## src/rtl/lmsm_pkg.sv

```systemverilog
`default_nettype none
// ============================================================================
//  Module   : lmsm_pkg
//  Purpose  : Shared types and default sizing for the LM/SM register-list
//             sequencer (state encoding, default widths).
//  Ports    : none (package)
//  Revision : 1.0  initial release
// ============================================================================
package lmsm_pkg;

  localparam int unsigned NREGS_DEFAULT  = 8;
  localparam int unsigned ADDR_W_DEFAULT = 16;
  localparam int unsigned IDX_W_DEFAULT  = $clog2(NREGS_DEFAULT);
  localparam int unsigned CNT_W_DEFAULT  = $clog2(NREGS_DEFAULT + 1);

  typedef enum logic [0:0] {
    IDLE = 1'b0,
    BUSY = 1'b1
  } state_t;

endpackage : lmsm_pkg
`default_nettype wire

```

## src/rtl/lsb_first_encoder.sv

```systemverilog
`default_nettype none
// ============================================================================
//  Module   : lsb_first_encoder
//  Purpose  : Combinational priority encoder, lowest set bit wins. Also
//             reports whether any bit is set and whether exactly one is set.
//  Ports    : vec_i    [NREGS-1:0]  input vector
//             idx_o    [IDX_W-1:0]  index of lowest set bit (0 when none)
//             any_o                 at least one bit set
//             onehot_o              exactly one bit set
//  Revision : 1.0  initial release
// ============================================================================
module lsb_first_encoder
  import lmsm_pkg::*;
#(
  parameter int NREGS = NREGS_DEFAULT,
  parameter int IDX_W = $clog2(NREGS)
) (
  input  logic [NREGS-1:0] vec_i,
  output logic [IDX_W-1:0] idx_o,
  output logic             any_o,
  output logic             onehot_o
);

  // Scan from the top down so the last match (the lowest index) wins.
  always_comb begin
    idx_o = '0;
    for (int i = NREGS - 1; i >= 0; i--) begin
      if (vec_i[i]) begin
        idx_o = IDX_W'(i);
      end
    end
  end

  assign any_o = |vec_i;

  // Clearing the lowest set bit leaves zero only for a single-bit vector.
  assign onehot_o = any_o && ((vec_i & (vec_i - NREGS'(1))) == '0);

endmodule : lsb_first_encoder
`default_nettype wire

```

## src/rtl/lmsm_reg_sequencer.sv

```systemverilog
`default_nettype none
// ============================================================================
//  Module   : lmsm_reg_sequencer
//  Purpose  : Register-list walker for multi-register load/store. Latches a
//             register mask on start and presents one register index per
//             accepted step, lowest set bit first.
//  Config   : LMSM_ADDR_GEN_EN - when defined, mem_addr is loaded from
//             base_addr on start and incremented per accepted step;
//             otherwise mem_addr is tied to zero and base_addr is unused.
//  Ports    : clk, rst (async, active high)
//             start, mask[NREGS], abort, step, base_addr[ADDR_W]   inputs
//             busy, vld, reg_idx[IDX_W], first, last, count[CNT_W],
//             mem_addr[ADDR_W], done                               outputs
//  Revision : 1.0  initial release
// ============================================================================
module lmsm_reg_sequencer
  import lmsm_pkg::*;
#(
  parameter int NREGS  = NREGS_DEFAULT,
  parameter int IDX_W  = $clog2(NREGS),
  parameter int CNT_W  = $clog2(NREGS + 1),
  parameter int ADDR_W = ADDR_W_DEFAULT
) (
  input  logic              clk,
  input  logic              rst,
  input  logic              start,
  input  logic [NREGS-1:0]  mask,
  input  logic              abort,
  input  logic              step,
  input  logic [ADDR_W-1:0] base_addr,
  output logic              busy,
  output logic              vld,
  output logic [IDX_W-1:0]  reg_idx,
  output logic              first,
  output logic              last,
  output logic [CNT_W-1:0]  count,
  output logic [ADDR_W-1:0] mem_addr,
  output logic              done
);

  state_t             state_q;
  logic [NREGS-1:0]   pend_q;
  logic [NREGS-1:0]   pend_d;
  logic [CNT_W-1:0]   count_q;
  logic               done_q;

  logic [IDX_W-1:0]   w_idx;
  logic               w_any;
  logic               w_onehot;
  logic               w_start_acc;
  logic               w_step_acc;

  lsb_first_encoder #(
    .NREGS (NREGS),
    .IDX_W (IDX_W)
  ) u_enc (
    .vec_i    (pend_q),
    .idx_o    (w_idx),
    .any_o    (w_any),
    .onehot_o (w_onehot)
  );

  // Abort outranks both start and step.
  assign w_start_acc = (state_q == IDLE) && start && !abort;
  assign w_step_acc  = (state_q == BUSY) && step  && !abort;

  // Pending set with the currently presented register removed.
  assign pend_d = pend_q & ~(NREGS'(1) << w_idx);

  always_ff @(posedge clk or posedge rst) begin
    if (rst) begin
      state_q <= IDLE;
      pend_q  <= '0;
      count_q <= '0;
      done_q  <= 1'b0;
    end else begin
      done_q <= 1'b0;
      case (state_q)
        IDLE: begin
          if (w_start_acc) begin
            pend_q  <= mask;
            count_q <= '0;
            // An empty list completes immediately without ever going valid.
            if (mask == '0) begin
              done_q <= 1'b1;
            end else begin
              state_q <= BUSY;
            end
          end
        end
        BUSY: begin
          if (abort) begin
            state_q <= IDLE;
            pend_q  <= '0;
          end else if (w_step_acc) begin
            pend_q  <= pend_d;
            count_q <= count_q + CNT_W'(1);
            if (w_onehot) begin
              state_q <= IDLE;
              done_q  <= 1'b1;
            end
          end
        end
        default: begin
          state_q <= IDLE;
        end
      endcase
    end
  end

`ifdef LMSM_ADDR_GEN_EN
  logic [ADDR_W-1:0] addr_q;

  // Wraps modulo 2**ADDR_W; abort leaves the address where it stopped.
  always_ff @(posedge clk or posedge rst) begin
    if (rst) begin
      addr_q <= '0;
    end else if (w_start_acc) begin
      addr_q <= base_addr;
    end else if (w_step_acc) begin
      addr_q <= addr_q + ADDR_W'(1);
    end
  end

  assign mem_addr = addr_q;
`else
  logic w_unused_base_addr;
  assign w_unused_base_addr = ^base_addr;
  assign mem_addr           = '0;
`endif

  assign busy    = (state_q == BUSY);
  assign vld     = busy;
  assign reg_idx = w_idx;
  assign first   = busy && w_any && (count_q == '0);
  assign last    = busy && w_onehot;
  assign count   = count_q;
  assign done    = done_q;

endmodule : lmsm_reg_sequencer
`default_nettype wire

```

## config.mk

```make
export PLATFORM = sky130hd
export DESIGN_NAME = lmsm_reg_sequencer
export DESIGN_NICKNAME = d
export VERILOG_FILES = /design/src/rtl/lmsm_pkg.sv /design/src/rtl/lsb_first_encoder.sv /design/src/rtl/lmsm_reg_sequencer.sv
export SDC_FILE = /design/constraint.sdc
export NUM_CORES = 1
export LEC_CHECK = 0
export CAP_MARGIN = 20
export CORE_UTILIZATION = 55
export CTS_BUF_LIST = sky130_fd_sc_hd__clkbuf_8 sky130_fd_sc_hd__clkbuf_16
export CTS_CLUSTER_DIAMETER = 30
export DETAILED_ROUTE_END_ITERATION = 8
export DONT_BUFFER_PORTS = 1
export GPL_TIMING_DRIVEN = 0
export PLACE_DENSITY = 0.7
export SYNTH_ARGS = -nofsm -noshare
export SYNTH_HDL_FRONTEND = slang
export SYNTH_SLANG_ARGS = --single-unit
```

## constraint.sdc

```tcl
create_clock -name clk -period 1.67 [get_ports clk]
set_input_delay 0.334 -clock clk [delete_from_list [all_inputs] [get_ports clk]]
set_output_delay 0.334 -clock clk [all_outputs]
set_load 0.1 [all_outputs]
```

==> run notes <==
The run finished, with violations left. The checks that failed: negative setup slack. For the completed layout, the total cell area is recorded as 1536 um^2.

The tools report the kind of start point of the critical path as a flip-flop. With the simple-gate portion of the synthesized area at 0.2250, the final worst-path cycle share is 1.414. Yosys reports that the most numerous cell types are buf_4 (17), dfrtp_1 (14), a21oi_1 (9). The run gives 0.0006718 uW as the leakage component of the power.

The buffer cell driving the clock tree root is clkbuf_8. Number of nets at the end of the flow: 195. The run gives 0.06 ns for the clock-pin slew on the worst setup and hold paths.

Highest signal layer in the routed design: met4. A synthesized cell averages 8.448 um^2. The class of the tightest hold or removal check is input port to async pin. Yosys mapped a number of flops with a built-in enable equal to 0.

For the total routed wire length on the met1 layer, the log shows 1247 um. The number of instances in the placed design was 169; the largest driver fanout on the critical path was 9. The main logic family after synthesis is AND-OR/OR-AND gates.

The worst setup slack after placement was -0.4925 ns; the yosys stat chip area was 1090 um^2. The tools report the total overflow reported by the global router as 0. The launch instance of the worst register-to-register path is pend_q[1]. Number of well taps: 25. The post-synth register bit count is 14. The logs give 0.289 for the fraction of power consumed by sequential logic and 3 for the count of clock-net buffers in the final layout. Setup repair after global routing could not meet its margin everywhere.

Fraction of standard cell area in multi-input logic: 0.5065. In this run the core area contains 15 standard-cell rows. The tools report the headroom to the max-slew limit as 0.4282. The post-synthesis share of cell area spent on full adders, half adders and majority gates was 0.02296; the internal power component was 1046 uW. The amount of wire on met2 after detailed routing is 1545 um, and the residual antenna-violating net count after detailed routing is 0. The final critical delay including setup and external delays is 2.362 ns, and the synthesized-area fraction occupied by xor and xnor cells is 0.02411.

During I/O placement, the number of pins put on the boundary was 57. The category of the most critical setup path is flip-flop to output port. The design draws 2463 uW. OpenROAD emitted warnings numbering 48. The switching power summed over all nets is 1417 uW. Sequential cells placed in the final layout were counted as 14. The horizontal die dimension reported for this design is 46.52 um. The total DRC errors in the routed layout was 0; the final tally of setup violations was 10.

The final worst-path setup slack is -0.6917 ns, and the routability congestion estimate is 0.8693. Number of CTS-inserted buffers: 3.
==> critical path, stage by stage (launching register included) <==
cell	delay [ns]
dfrtp_1	0.45
nor2_4	0.29
xor2_1	0.25
a311oi_2	0.17
a21oi_4	0.61
==> layout by cell type (no fill, tap or decap), types with 2 or more instances in the layout <==
cell type and n:
nand2b_1 3, nor2_2 2, dfrtp_4 3, o21ai_1 3
a21oi_2 2, xor2_1 3, nor2_1 4, nor4_1 2
o21ai_0 4, and4_1 2, o211ai_1 2, ha_1 2
nor2_4 2, inv_1 5, o21bai_1 3, clkbuf_8 3
nand2_1 6, inv_2 2, buf_4 30, a21oi_1 2
dfrtp_2 8, a21oi_4 5, dfrtp_1 3, nand3_1 7
buf_6 3, nor4_4 2, conb_1 16, a22o_1 8
o21ai_2 2
==> images/congestion_map.png <==
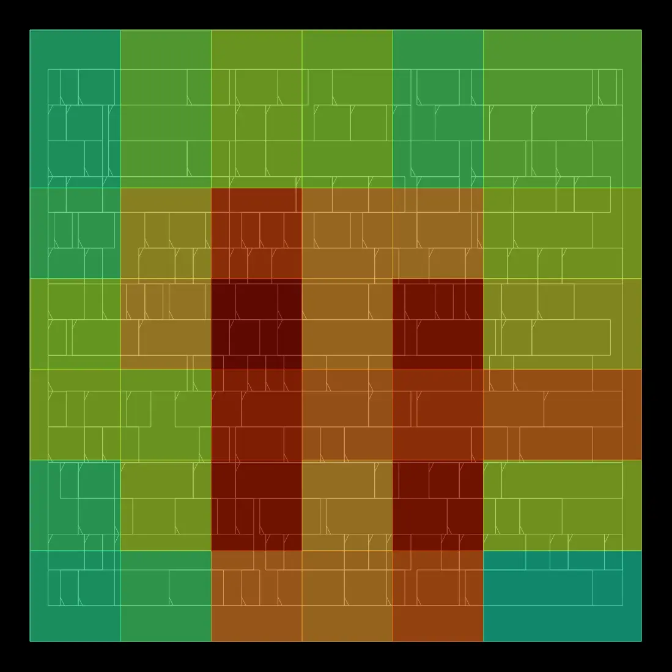
final cell utilization of the core: 0.8618
met1 Usage GRT: 0.3680
met3 Use GR: 0.05882
total routing resource utilization after global routing: 0.2782
met2 usage: 0.4444

==> images/route_heat.png <==
Scale: 8 px per um. 9 x 9 tiles, from dark blue (low) to red (high), scaled to the fullest tile. Values are wire area over tile area, all layers added.
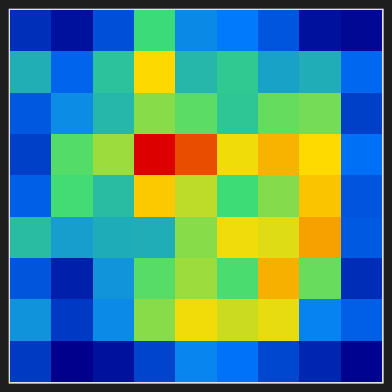
emptiest ninth of the die = south-west
tiles over half the peak = 38%
mean over tiles = 0.25
nearly empty tiles = 3.7%
densest ninth of the die = centre
via count: 1102
drt wl/cell: 17.06 um
sum of routed wire length over all layers: 3191 um

==> images/m2.png <==
Scale: 10 px per um.
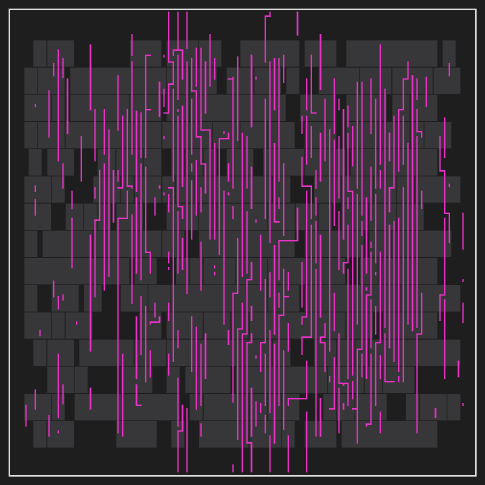
nets with wire on the layer = 147
main direction = vertical

Power and IR drop assume default switching activity.
